--- config.mk ---
export PLATFORM = sky130hd
export DESIGN_NAME = rf_write_ctrl
export DESIGN_NICKNAME = d
export VERILOG_FILES = /design/src/rtl/rf_write_ctrl.sv
export SDC_FILE = /design/constraint.sdc
export NUM_CORES = 1
export LEC_CHECK = 0
export CAP_MARGIN = 40
export CORE_ASPECT_RATIO = 1.1
export CORE_UTILIZATION = 35
export DETAILED_ROUTE_END_ITERATION = 6
export GPL_TIMING_DRIVEN = 0
export HOLD_SLACK_MARGIN = 0.12
export SLEW_MARGIN = 20
export SYNTH_ARGS = -nofsm -noshare
export SYNTH_HDL_FRONTEND = slang
export SYNTH_SLANG_ARGS = --single-unit
--- constraint.sdc ---
create_clock -name clk -period 7.19 [get_ports clk]
set_input_delay 1.0785 -clock clk [delete_from_list [all_inputs] [get_ports clk]]
set_output_delay 1.0785 -clock clk [all_outputs]
set_load 0.02 [all_outputs]
--- src/rtl/rf_write_ctrl.sv ---
// Register-file write arbiter: pipeline writebacks win, multi-cycle results wait in a FIFO.
// Optional starvation guard enabled by defining RF_WR_STARVE_GUARD_EN.
module rf_write_ctrl #(
  parameter int RF_ADDR_WIDTH = 5,
  parameter int RF_DATA_WIDTH = 32,
  parameter int BUF_DEPTH     = 4
) (
  input  logic                          clk,
  input  logic                          n_reset,
  input  logic                          pipe_wr_en,
  input  logic [RF_ADDR_WIDTH-1:0]      pipe_w_addr,
  input  logic [RF_DATA_WIDTH-1:0]      pipe_w_data,
  input  logic                          mc_valid,
  input  logic [RF_ADDR_WIDTH-1:0]      mc_addr,
  input  logic [RF_DATA_WIDTH-1:0]      mc_data,
  output logic                          mc_ready,
  output logic                          rf_wr_en,
  output logic [RF_ADDR_WIDTH-1:0]      rf_w_addr,
  output logic [RF_DATA_WIDTH-1:0]      rf_w_data,
  input  logic [RF_ADDR_WIDTH-1:0]      q_addr_1,
  input  logic [RF_ADDR_WIDTH-1:0]      q_addr_2,
  output logic                          q_hit_1,
  output logic                          q_hit_2,
  output logic [$clog2(BUF_DEPTH):0]    buf_count,
  output logic                          wb_stall
);

  localparam int PTR_W = $clog2(BUF_DEPTH);
  localparam int CNT_W = PTR_W + 1;

  typedef enum logic [1:0] {ST_IDLE, ST_PEND, ST_FORCE} state_e;

  state_e                      state_q, state_d;
  logic [BUF_DEPTH-1:0]        valid_q, valid_d;
  logic [RF_ADDR_WIDTH-1:0]    addr_mem [BUF_DEPTH];
  logic [RF_DATA_WIDTH-1:0]    data_mem [BUF_DEPTH];
  logic [PTR_W-1:0]            rd_ptr_q, rd_ptr_d, wr_ptr_q, wr_ptr_d;
  logic [CNT_W-1:0]            occ_q, occ_d;
  logic                        rf_wr_en_q, rf_wr_en_d;
  logic [RF_ADDR_WIDTH-1:0]    rf_w_addr_q, rf_w_addr_d;
  logic [RF_DATA_WIDTH-1:0]    rf_w_data_q, rf_w_data_d;

  logic                        pipe_sel, push, pop, head_found;
  logic [PTR_W-1:0]            head_off, head_idx, scan_idx;
  logic [CNT_W-1:0]            freed, count_c;
  logic [BUF_DEPTH-1:0]        inv_match, q1_match, q2_match;

  assign pipe_sel = pipe_wr_en && (pipe_w_addr != '0);
  assign mc_ready = (occ_q != CNT_W'(BUF_DEPTH));
  assign push     = mc_valid && mc_ready && (mc_addr != '0) &&
                    !(pipe_wr_en && (mc_addr == pipe_w_addr));

  generate
    for (genvar gi = 0; gi < BUF_DEPTH; gi++) begin : g_entry
      assign inv_match[gi] = pipe_sel && (addr_mem[gi] == pipe_w_addr);
      assign q1_match[gi]  = valid_q[gi] && (addr_mem[gi] == q_addr_1);
      assign q2_match[gi]  = valid_q[gi] && (addr_mem[gi] == q_addr_2);
    end
  endgenerate

  assign q_hit_1 = (|q1_match) && (q_addr_1 != '0);
  assign q_hit_2 = (|q2_match) && (q_addr_2 != '0);

  // Oldest still-valid occupied slot; invalidated slots ahead of it are freed for nothing.
  always_comb begin
    head_found = 1'b0;
    head_off   = '0;
    scan_idx   = '0;
    for (int k = BUF_DEPTH - 1; k >= 0; k--) begin
      scan_idx = rd_ptr_q + PTR_W'(k);
      if ((CNT_W'(k) < occ_q) && valid_q[scan_idx]) begin
        head_found = 1'b1;
        head_off   = PTR_W'(k);
      end
    end
  end

  assign head_idx = rd_ptr_q + head_off;
  assign pop      = head_found && !pipe_sel;

  always_comb begin
    count_c = '0;
    for (int k = 0; k < BUF_DEPTH; k++) begin
      count_c = count_c + CNT_W'(valid_q[k]);
    end
  end

  assign buf_count = count_c;

  always_comb begin
    valid_d = valid_q & ~inv_match;
    if (pop) valid_d[head_idx] = 1'b0;
    if (push) valid_d[wr_ptr_q] = 1'b1;

    if (pop) begin
      freed    = {1'b0, head_off} + CNT_W'(1);
      rd_ptr_d = head_idx + PTR_W'(1);
    end else if (head_found) begin
      freed    = {1'b0, head_off};
      rd_ptr_d = head_idx;
    end else begin
      freed    = occ_q;
      rd_ptr_d = wr_ptr_q;
    end
    occ_d    = occ_q - freed + CNT_W'(push);
    wr_ptr_d = wr_ptr_q + PTR_W'(push);

    rf_wr_en_d  = pipe_sel || pop;
    rf_w_addr_d = rf_w_addr_q;
    rf_w_data_d = rf_w_data_q;
    if (pipe_sel) begin
      rf_w_addr_d = pipe_w_addr;
      rf_w_data_d = pipe_w_data;
    end else if (pop) begin
      rf_w_addr_d = addr_mem[head_idx];
      rf_w_data_d = data_mem[head_idx];
    end
  end

`ifdef RF_WR_STARVE_GUARD_EN
  logic [2:0] starve_q, starve_d;
  logic       blocked;

  assign blocked  = (state_q == ST_PEND) && head_found && pipe_sel;
  assign wb_stall = (state_q == ST_FORCE);

  // Seven blocked cycles in a row make the following cycle the forced-drain cycle.
  always_comb begin
    state_d  = (|valid_d) ? ST_PEND : ST_IDLE;
    starve_d = '0;
    if (state_q != ST_FORCE && blocked) begin
      starve_d = starve_q + 3'd1;
      if (starve_q == 3'd6 && (|valid_d)) begin
        state_d  = ST_FORCE;
        starve_d = '0;
      end
    end
  end

  always_ff @(posedge clk or negedge n_reset) begin
    if (!n_reset) starve_q <= '0;
    else          starve_q <= starve_d;
  end
`else
  assign wb_stall = 1'b0;

  always_comb begin
    state_d = (|valid_d) ? ST_PEND : ST_IDLE;
  end
`endif

  always_ff @(posedge clk or negedge n_reset) begin
    if (!n_reset) begin
      state_q     <= ST_IDLE;
      valid_q     <= '0;
      rd_ptr_q    <= '0;
      wr_ptr_q    <= '0;
      occ_q       <= '0;
      rf_wr_en_q  <= 1'b0;
      rf_w_addr_q <= '0;
      rf_w_data_q <= '0;
    end else begin
      state_q     <= state_d;
      valid_q     <= valid_d;
      rd_ptr_q    <= rd_ptr_d;
      wr_ptr_q    <= wr_ptr_d;
      occ_q       <= occ_d;
      rf_wr_en_q  <= rf_wr_en_d;
      rf_w_addr_q <= rf_w_addr_d;
      rf_w_data_q <= rf_w_data_d;
    end
  end

  always_ff @(posedge clk) begin
    if (push) begin
      addr_mem[wr_ptr_q] <= mc_addr;
      data_mem[wr_ptr_q] <= mc_data;
    end
  end

  assign rf_wr_en  = rf_wr_en_q;
  assign rf_w_addr = rf_w_addr_q;
  assign rf_w_data = rf_w_data_q;

endmodule

### Signal wires on met1

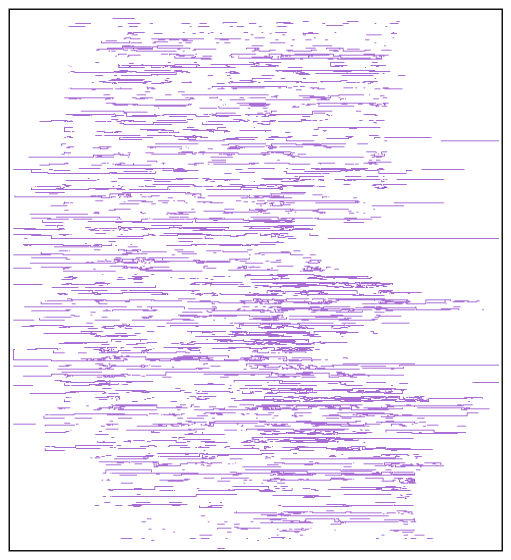
main direction: horizontal
longest straight run: 57.0 um
share of all routed wire: 42%
wire length on this layer: 11600 um
nets with wire on the layer: 891
met1 Usage GRT: 0.247
routed vias: 6948
WL final: 27800 um

### Local utilization

The die is cut into 16 by 18 equal tiles; white is low, dark blue is high, 0 to 100% covered.
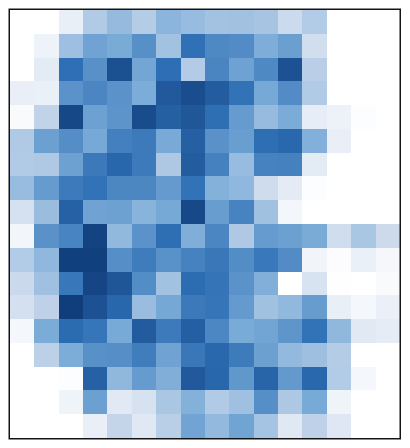
nearly empty tiles: 18%
fullest tile: 94%
emptiest ninth of the die: middle right
mean over tiles: 41%
tiles over 75% full: 12%
core region area: 28100 um2
Util after Layout: 0.447
Core Density at Floorplan: 0.359

==> results.yml <==
# physical design summary
setup_path:
  cp.arrival_ns: 4.59
  startpoint: "valid_q[2]"
  crit_path_frequent_cell: "clkbuf_1"
  cp_max_fo: 10
  slowest_delay_ns: 0.54
  crit_family: "buffers and inverters"
  path_buffers: 4
  path_class: "flip-flop to flip-flop"
  r2r_start: "valid_q[2]"
place:
  place_hpwl_um: 19700
  place_ws_ns: 2.93
  place_congestion: 0.835
sta:
  max_freq_mhz: 234
  fin_crit_ns: 4.27
  finalClockPeriodUsage: 0.593
  setup_violations: 0
  max_slew_margin: 0.501
global_routing:
  grt_use_total: 0.195
  antenna_found_initial: 3
  first_global_vias: 7259
  grt_pass1_wl_um: 42500
final_layout:
  most-common-layout-cells: "edfxtp_1 (148), clkdlybuf4s50_1 (115), nand3_1 (111)"
  drive_gt1_frac: 0.182
cts:
  cts_resized: 0
  clk_pin_slew_worst_paths_ns: 0.08
  cts.sinks: 197
  cts_tree: "yes"
  clock.latency.late_pin_ns: 0.44
  h-tree-depth: 4
  clockRootBuffer: "clkbuf_16"
yosys:
  yosysUniqueCellTypes: 58
  synthCells: 719
  ys.flops: 197
floorplanning:
  die_h_um: 180
  dieArea_um2: 29500
  io_pins: 133
power:
  vdd_drop_max_uv: 368
status:
  status: "complete, no violations"
[layout make-up]
| class | instances | area, um2 | share of cell area |
|---|---|---|---|
| tap | 363 | 454 | 0.0362 |
| antenna | 2 | 5.00 | 0.000399 |
| timing repair buffer | 135 | 1380 | 0.110 |
| multi-input combinational | 439 | 4080 | 0.325 |
| clock inverter | 14 | 169 | 0.0135 |
| sequential | 197 | 5670 | 0.452 |
| inverter | 14 | 52.6 | 0.00419 |
| clock buffer | 18 | 429 | 0.0342 |
| buffer | 69 | 309 | 0.0246 |
[flip-flops by register name, summed over array words and instances (netlist names)]
signal	cells
occ_q	3
data_mem	128
rd_ptr_q	2
valid_q	4
addr_mem	20
rf_w_data	32
rf_w_addr	5
wr_ptr_q	2
rf_wr_en	1
[per-stage QoR]
| stage | hold slack [ns] | power [uW] | setup TNS [ns] | cells |
|---|---|---|---|---|
| final | 0.517 | 7140 | 0 | 1251 |
| after floorplan | 0.496 | 4770 | 0 | 719 |
| after detailed placement | 0.506 | 6200 | 0 | 1217 |
| after CTS | 0.525 | 7180 | 0 | 1249 |
| after global placement | 0.503 | 5990 | -67.61 | 1198 |
| after global routing | 0.555 | 7580 | 0 | 1250 |
[worst reg2reg max path, delay by kind of cell (launching register included)]
kind | cells | cell delay, ns
XOR/XNOR | 2 | 0.29
flip-flops | 1 | 0.42
adder cells (fa/ha/maj) | 3 | 1.04
buffers and inverters | 4 | 1.38
multiplexers | 1 | 0.33
AND-OR/OR-AND | 3 | 0.57
AND/OR/NAND/NOR | 1 | 0.12
[power breakdown]
part           internal (uW)  switching (uW)  leakage [uW]
Clock                    524             444      0.000287
Combinational           2060            2340       0.00215
Sequential              1570             208       0.00194
Total                   4150            2990       0.00438
[per-layer routing]
metal | wire [um] | global-route usage
met5 | 0 | 0
met4 | 723 | 0.0778
met3 | 1460 | 0.0394
met2 | 14000 | 0.326
met1 | 11600 | 0.247
[how the worst min path moves through the flow]
stage | from | to | cells past startpoint
4_1_cts | rf_w_data[8] | rf_w_data[8] | 2
2_1_floorplan | wr_ptr_q[1] | wr_ptr_q[1] | 1
6_report | rf_w_addr[0] | rf_w_addr[0] | 1
5_1_grt | rf_w_addr[0] | rf_w_addr[0] | 1
3_3_place_gp | rf_w_data[31] | rf_w_data[31] | 2
3_5_place_dp | rf_w_data[8] | rf_w_data[8] | 2
[synthesized netlist by cell type (all sizes together) (2+ instances only)]
master,number
a211oi,3
a311oi,4
a22oi,33
nor4,11
o41ai,3
ha,9
nand4,5
xor2,48
o21ai,8
nor3b,3
inv,14
o2bb2ai,3
nor3,6
fa,2
xnor2,22
o211ai,4
o22ai,4
nor2,11
mux4,66
mux2i,10
a21oi,13
a31oi,4
nand3,111
dfrtp,49
edfxtp,148
or4,6
buf,29
and2,2
or3,2
nand2,15
mux2,9
o21a,4
clkbuf,40
[logic make-up after synthesis]
kind of cell	count (synthesis)	synth area share
compound gates	94	0.0670
xor+xnor	70	0.0607
fa+ha+maj	11	0.0151
buf+inv	83	0.0358
flops	197	0.562
mux	85	0.167
other cells	1	0.000371
simple gates	178	0.0921
Power and IR drop assume default switching activity.
